==> config.mk <==
export PLATFORM = sky130hd
export DESIGN_NAME = rgb_to_yuv_encoder
export DESIGN_NICKNAME = d
export VERILOG_FILES = /design/src/rtl/rgb_to_yuv_encoder.sv
export SDC_FILE = /design/constraint.sdc
export NUM_CORES = 2
export LEC_CHECK = 0
export CAP_MARGIN = 25
export CORE_MARGIN = 4
export CORE_UTILIZATION = 55
export DETAILED_ROUTE_END_ITERATION = 12
export PLACE_DENSITY_LB_ADDON = 0.1
export REMOVE_ABC_BUFFERS = 1
export SYNTH_ARGS = -nofsm -noshare
export SYNTH_HDL_FRONTEND = slang
export SYNTH_SLANG_ARGS = --single-unit
export TNS_END_PERCENT = 1
==> constraint.sdc <==
create_clock -name Clock -period 13.4 [get_ports Clock]
set_input_delay 1.34 -clock Clock [delete_from_list [all_inputs] [get_ports Clock]]
set_output_delay 1.34 -clock Clock [all_outputs]
set_load 0.01 [all_outputs]
==> src/rtl/rgb_to_yuv_encoder.sv <==
// RGB-to-YUV frame encoder: reads packed 24-bit RGB from SRAM, converts to BT.601 YUV,
// halves chroma horizontally and writes planar Y/U/V back, 16 cycles per 4 pixels.
module rgb_to_yuv_encoder #(
  parameter logic [17:0] Y_START    = 18'd0,
  parameter logic [17:0] U_START    = 18'd38400,
  parameter logic [17:0] V_START    = 18'd57600,
  parameter logic [17:0] RGB_START  = 18'd146944,
  parameter int          IMG_WIDTH  = 320,
  parameter int          IMG_HEIGHT = 240
) (
  input  logic        Clock,
  input  logic        Resetn,
  input  logic        Start,
  output logic        Stop,
  output logic [17:0] SRAM_address,
  output logic [15:0] SRAM_write_data,
  output logic        SRAM_we_n,
  input  logic [15:0] SRAM_read_data
);

  localparam int          N_ITER = IMG_WIDTH * IMG_HEIGHT / 4;
  localparam logic [15:0] LAST_K = 16'(N_ITER - 1);

  localparam logic [4:0] S_IDLE = 5'd0;
  localparam logic [4:0] S_RD0  = 5'd1;
  localparam logic [4:0] S_RD1  = 5'd2;
  localparam logic [4:0] S_RD2  = 5'd3;
  localparam logic [4:0] S_RD3  = 5'd4;
  localparam logic [4:0] S_RD4  = 5'd5;
  localparam logic [4:0] S_RD5  = 5'd6;
  localparam logic [4:0] S_CAP0 = 5'd7;
  localparam logic [4:0] S_CAP1 = 5'd8;
  localparam logic [4:0] S_CMP0 = 5'd9;
  localparam logic [4:0] S_CMP1 = 5'd10;
  localparam logic [4:0] S_CMP2 = 5'd11;
  localparam logic [4:0] S_CMP3 = 5'd12;
  localparam logic [4:0] S_WR0  = 5'd13;
  localparam logic [4:0] S_WR1  = 5'd14;
  localparam logic [4:0] S_WR2  = 5'd15;
  localparam logic [4:0] S_WR3  = 5'd16;
  localparam logic [4:0] S_DONE = 5'd17;

  logic [4:0]  r_state;
  logic [15:0] r_k;
  logic [17:0] r_rgb_addr;
  logic [17:0] r_y_addr;

  logic [7:0]         r_r  [4];
  logic [7:0]         r_g  [4];
  logic [7:0]         r_b  [4];
  logic [7:0]         r_y  [4];
  logic signed [31:0] r_us [4];
  logic signed [31:0] r_vs [4];

  function automatic logic [7:0] clip8(input logic signed [31:0] v);
    if (v < 0)        return 8'd0;
    else if (v > 255) return 8'd255;
    else              return v[7:0];
  endfunction

  // One pixel converter shared across CMP0..CMP3, one pixel per cycle.
  logic [1:0]         w_pix;
  logic signed [31:0] w_rs, w_gs, w_bs;
  logic signed [31:0] w_ys, w_us, w_vs;
  logic [7:0]         w_ua, w_ub, w_va, w_vb;

  assign w_pix = 2'(r_state - S_CMP0);
  assign w_rs  = {24'd0, r_r[w_pix]};
  assign w_gs  = {24'd0, r_g[w_pix]};
  assign w_bs  = {24'd0, r_b[w_pix]};

  assign w_ys = 32'sd16843 * w_rs + 32'sd33030 * w_gs + 32'sd6423 * w_bs + 32'sd1048576;
  assign w_us = 32'sd8388608 - 32'sd9699 * w_rs - 32'sd19071 * w_gs + 32'sd28770 * w_bs;
  assign w_vs = 32'sd8388608 + 32'sd28770 * w_rs - 32'sd24117 * w_gs - 32'sd4653 * w_bs;

  assign w_ua = clip8((r_us[0] + r_us[1] + 32'sd65536) >>> 17);
  assign w_ub = clip8((r_us[2] + r_us[3] + 32'sd65536) >>> 17);
  assign w_va = clip8((r_vs[0] + r_vs[1] + 32'sd65536) >>> 17);
  assign w_vb = clip8((r_vs[2] + r_vs[3] + 32'sd65536) >>> 17);

  // NOTE: pixel and result registers carry no reset; every one is written in the
  // current iteration before it is read, so resetting them would only cost logic.
  always_ff @(posedge Clock) begin
    case (r_state)
      S_RD2:  {r_r[0], r_g[0]} <= SRAM_read_data;
      S_RD3:  {r_b[0], r_r[1]} <= SRAM_read_data;
      S_RD4:  {r_g[1], r_b[1]} <= SRAM_read_data;
      S_RD5:  {r_r[2], r_g[2]} <= SRAM_read_data;
      S_CAP0: {r_b[2], r_r[3]} <= SRAM_read_data;
      S_CAP1: {r_g[3], r_b[3]} <= SRAM_read_data;
      S_CMP0, S_CMP1, S_CMP2, S_CMP3: begin
        r_y[w_pix]  <= clip8((w_ys + 32'sd32768) >>> 16);
        r_us[w_pix] <= w_us;
        r_vs[w_pix] <= w_vs;
      end
      default: ;
    endcase
  end

  // SRAM outputs are registered on entry to the state that uses them.
  // NOTE: state uses non-blocking assignments so every register sees pre-edge values.
  always_ff @(posedge Clock) begin
    if (!Resetn) begin
      r_state         <= S_IDLE;
      r_k             <= 16'd0;
      r_rgb_addr      <= RGB_START;
      r_y_addr        <= Y_START;
      Stop            <= 1'b0;
      SRAM_address    <= 18'd0;
      SRAM_write_data <= 16'd0;
      SRAM_we_n       <= 1'b1;
    end else begin
      case (r_state)
        S_IDLE: begin
          if (Start) begin
            r_state      <= S_RD0;
            SRAM_address <= r_rgb_addr;
          end
        end
        S_RD0, S_RD1, S_RD2, S_RD3, S_RD4: begin
          r_state      <= r_state + 5'd1;
          SRAM_address <= SRAM_address + 18'd1;
        end
        S_RD5, S_CAP0, S_CAP1, S_CMP0, S_CMP1, S_CMP2: begin
          r_state <= r_state + 5'd1;
        end
        S_CMP3: begin
          r_state         <= S_WR0;
          SRAM_we_n       <= 1'b0;
          SRAM_address    <= r_y_addr;
          SRAM_write_data <= {r_y[0], r_y[1]};
        end
        S_WR0: begin
          r_state         <= S_WR1;
          SRAM_address    <= r_y_addr + 18'd1;
          SRAM_write_data <= {r_y[2], r_y[3]};
        end
        S_WR1: begin
          r_state         <= S_WR2;
          SRAM_address    <= U_START + {2'b00, r_k};
          SRAM_write_data <= {w_ua, w_ub};
        end
        S_WR2: begin
          r_state         <= S_WR3;
          SRAM_address    <= V_START + {2'b00, r_k};
          SRAM_write_data <= {w_va, w_vb};
        end
        S_WR3: begin
          SRAM_we_n <= 1'b1;
          if (r_k == LAST_K) begin
            r_state <= S_DONE;
            Stop    <= 1'b1;
          end else begin
            r_state      <= S_RD0;
            r_k          <= r_k + 16'd1;
            r_rgb_addr   <= r_rgb_addr + 18'd6;
            r_y_addr     <= r_y_addr + 18'd2;
            SRAM_address <= r_rgb_addr + 18'd6;
          end
        end
        S_DONE: begin
          Stop      <= 1'b1;
          SRAM_we_n <= 1'b1;
        end
        default: r_state <= S_IDLE;
      endcase
    end
  end

endmodule
Clock network drawn from the DEF:
Drawn at 1.5 px/um.
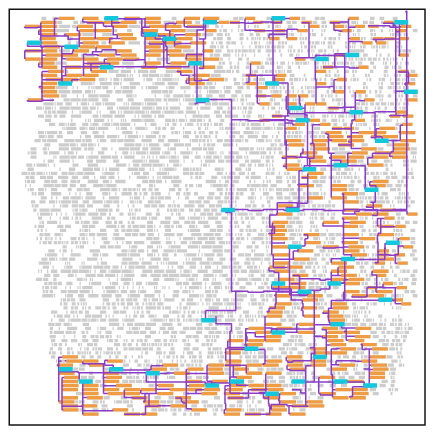
flip-flops: marked orange, count 435. cells driving clock nets: marked cyan, count 47. clock wires: marked purple, length 5450 um.
There are 48 routed clock nets.

Wiring by layer:
Drawn at 1 px/um.
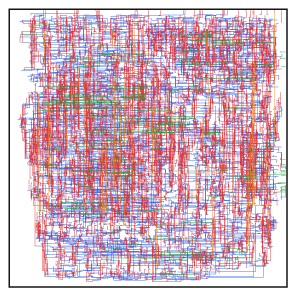
met2: marked red, wire length 45.3 mm. met3: marked green, wire length 6200 um. met4: marked orange, wire length 3530 um. met1: marked blue, wire length 45.3 mm.
average wire per cell in the routed design: 20.8 um
total vias in the final route: 27.8k

==> results.txt <==
Summary of implementation figures.

Run status
The run finished with clean final reports.

Critical path
The worst setup path is captured at a register. STA puts the critical path data arrival time at 11.78 ns. The type of the worst setup path is reg2reg.

Placed design
The routability-driven placement congestion ratio is 0.951.

Clock tree
The total CTS buffers is 47. The clock latency reported for the late side of the worst-skew pair is 0.61 ns. The buffer cell driving the clock tree root is sky130_fd_sc_hd__clkbuf_16. The number of setup buffers added after CTS is 0. The number of gates given a new drive strength after cts is 0. Looking at the clock tree report, the H-tree level count equals 2. The post-CTS hold buffer count recorded in the log is 0.

Global routing
The number of global-route vias before repair is 27.4k. The first global-routing pass estimated 157 mm of wire.

Synth
The synthesized cell area is 39600 um^2. The commonest cells after synthesis are sky130_fd_sc_hd__ha_1 (721), sky130_fd_sc_hd__inv_1 (586), sky130_fd_sc_hd__edfxtp_1 (344). The post-synthesis chip area from yosys is 39600 um^2. By area the synthesized netlist is led by sky130_fd_sc_hd__edfxtp_1 (26%), sky130_fd_sc_hd__ha_1 (23%), sky130_fd_sc_hd__fa_1 (13%). The number of cells reported by Yosys stat comes to 3759. The number of distinct library cell variants in the gate-level netlist after synthesis is 81. Counting every instance in the synthesized netlist gives 3759. Per the synth stats, the proportion of register bits with asynchronous set or reset is 0%.

Worst hold path
The path class of the tightest hold or removal check is reg2reg. The count of cells along the worst hold path is 2.

STA
For reference, the final report shows the max-slew violation count at 0. The slew check shows that the tightest pin keeps a relative margin of 27.5%. Setup repair after global routing left no endpoint under its margin. The top achievable clock speed is 87.4 MHz. Post-route period utilization is reported as 85.4%.

Run
Across all stage logs, warnings added up to 77.

Die
The core area is 71400 um^2. The floorplan step records an initial core utilization of 55.4%.

Route
The total wirelength of the detailed-routed design is 100 mm. The routed layout reports a DRC error count of 0.
## critical path: cells and delay by family (launching register included)
kind | cells | cell delay (ns)
multiplexers | 1 | 0.72
XOR/XNOR | 2 | 0.27
flip-flops | 1 | 0.31
buffers and inverters | 7 | 1.16
AND/OR/NAND/NOR | 5 | 1.17
adder cells (fa/ha/maj) | 12 | 5.07
AND-OR/OR-AND | 10 | 2.49
## cells in the final DEF, fill, tap and decap left out, types with 48 or more instances in the layout
| master | n |
|---|---|
| sky130_fd_sc_hd__a21o_1 | 69 |
| sky130_fd_sc_hd__a21oi_1 | 187 |
| sky130_fd_sc_hd__and3_1 | 51 |
| sky130_fd_sc_hd__clkbuf_16 | 48 |
| sky130_fd_sc_hd__clkdlybuf4s50_1 | 54 |
| sky130_fd_sc_hd__dfxtp_1 | 90 |
| sky130_fd_sc_hd__edfxtp_1 | 344 |
| sky130_fd_sc_hd__fa_1 | 255 |
| sky130_fd_sc_hd__ha_1 | 721 |
| sky130_fd_sc_hd__inv_1 | 586 |
| sky130_fd_sc_hd__nand2_1 | 184 |
| sky130_fd_sc_hd__nand3_1 | 75 |
| sky130_fd_sc_hd__nor2_1 | 207 |
| sky130_fd_sc_hd__nor3_1 | 59 |
| sky130_fd_sc_hd__o21ai_0 | 144 |
| sky130_fd_sc_hd__xnor2_1 | 154 |
| sky130_fd_sc_hd__xor2_1 | 84 |
## routing by layer
layer  part of all wire [%]  up-vias
met1                     45    13500
met3                    6.2      158
li1                       -    13400
met5                      0        -
met2                     45      807
met4                    3.5        0
## flip-flops by register name (all words and copies together), names as in the netlist
signal and cells:
SRAM_address 18, r_k 16, r_rgb_addr 17, r_vs 108, r_state 5, r_us 108, Stop 1, r_y 32
r_y_addr 17, r_b 32, SRAM_we_n 1, SRAM_write_data 16, r_g 32, r_r 32
## path summary, 6_finish.rpt
check	slack [ns]	from	end
worst max-delay path	1.96	r_state[0]	r_vs[3][24]
worst min-delay path	0.47	SRAM_write_data[15]	SRAM_write_data[15]
worst max register to register	1.96	r_state[0]	r_vs[3][24]
worst min register to register	0.47	SRAM_write_data[15]	SRAM_write_data[15]
## area by class of cell
class / count / area, um^2
Fill cell: 6047 / 28500
Inverter: 588 / 2210
Clock inverter: 25 / 322
Multi-Input combinational cell: 2678 / 25000
Timing Repair Buffer: 81 / 743
Sequential cell: 435 / 12200
Tap cell: 950 / 1190
Clock buffer: 61 / 1310
## kinds of logic after synthesis
kind of cell	after synthesis	share of synthesized area [%]
muxes	33	1.60
AOI/OAI and AO/OA	700	11.7
adders and majority gates	976	35.7
buffers and inverters	646	6.17
xor gates and xnor gates	238	5.27
and+or+nand+nor	731	8.84
DFF	435	30.7
## stage by stage
step                util (%)  hold slack [ns]  std cells  instance area [um^2]  worst slack, ns
finish                  60.1            0.468       4818                 42900             1.96
floorplan                  -            0.466       3701                 39300             2.85
global placement        57.8            0.454       4732                 41300             2.27
detailed placement      57.8            0.454       4732                 41300             1.97
global route            60.1            0.481       4818                 42900             1.26
CTS                     60.1            0.468       4818                 42900             1.96
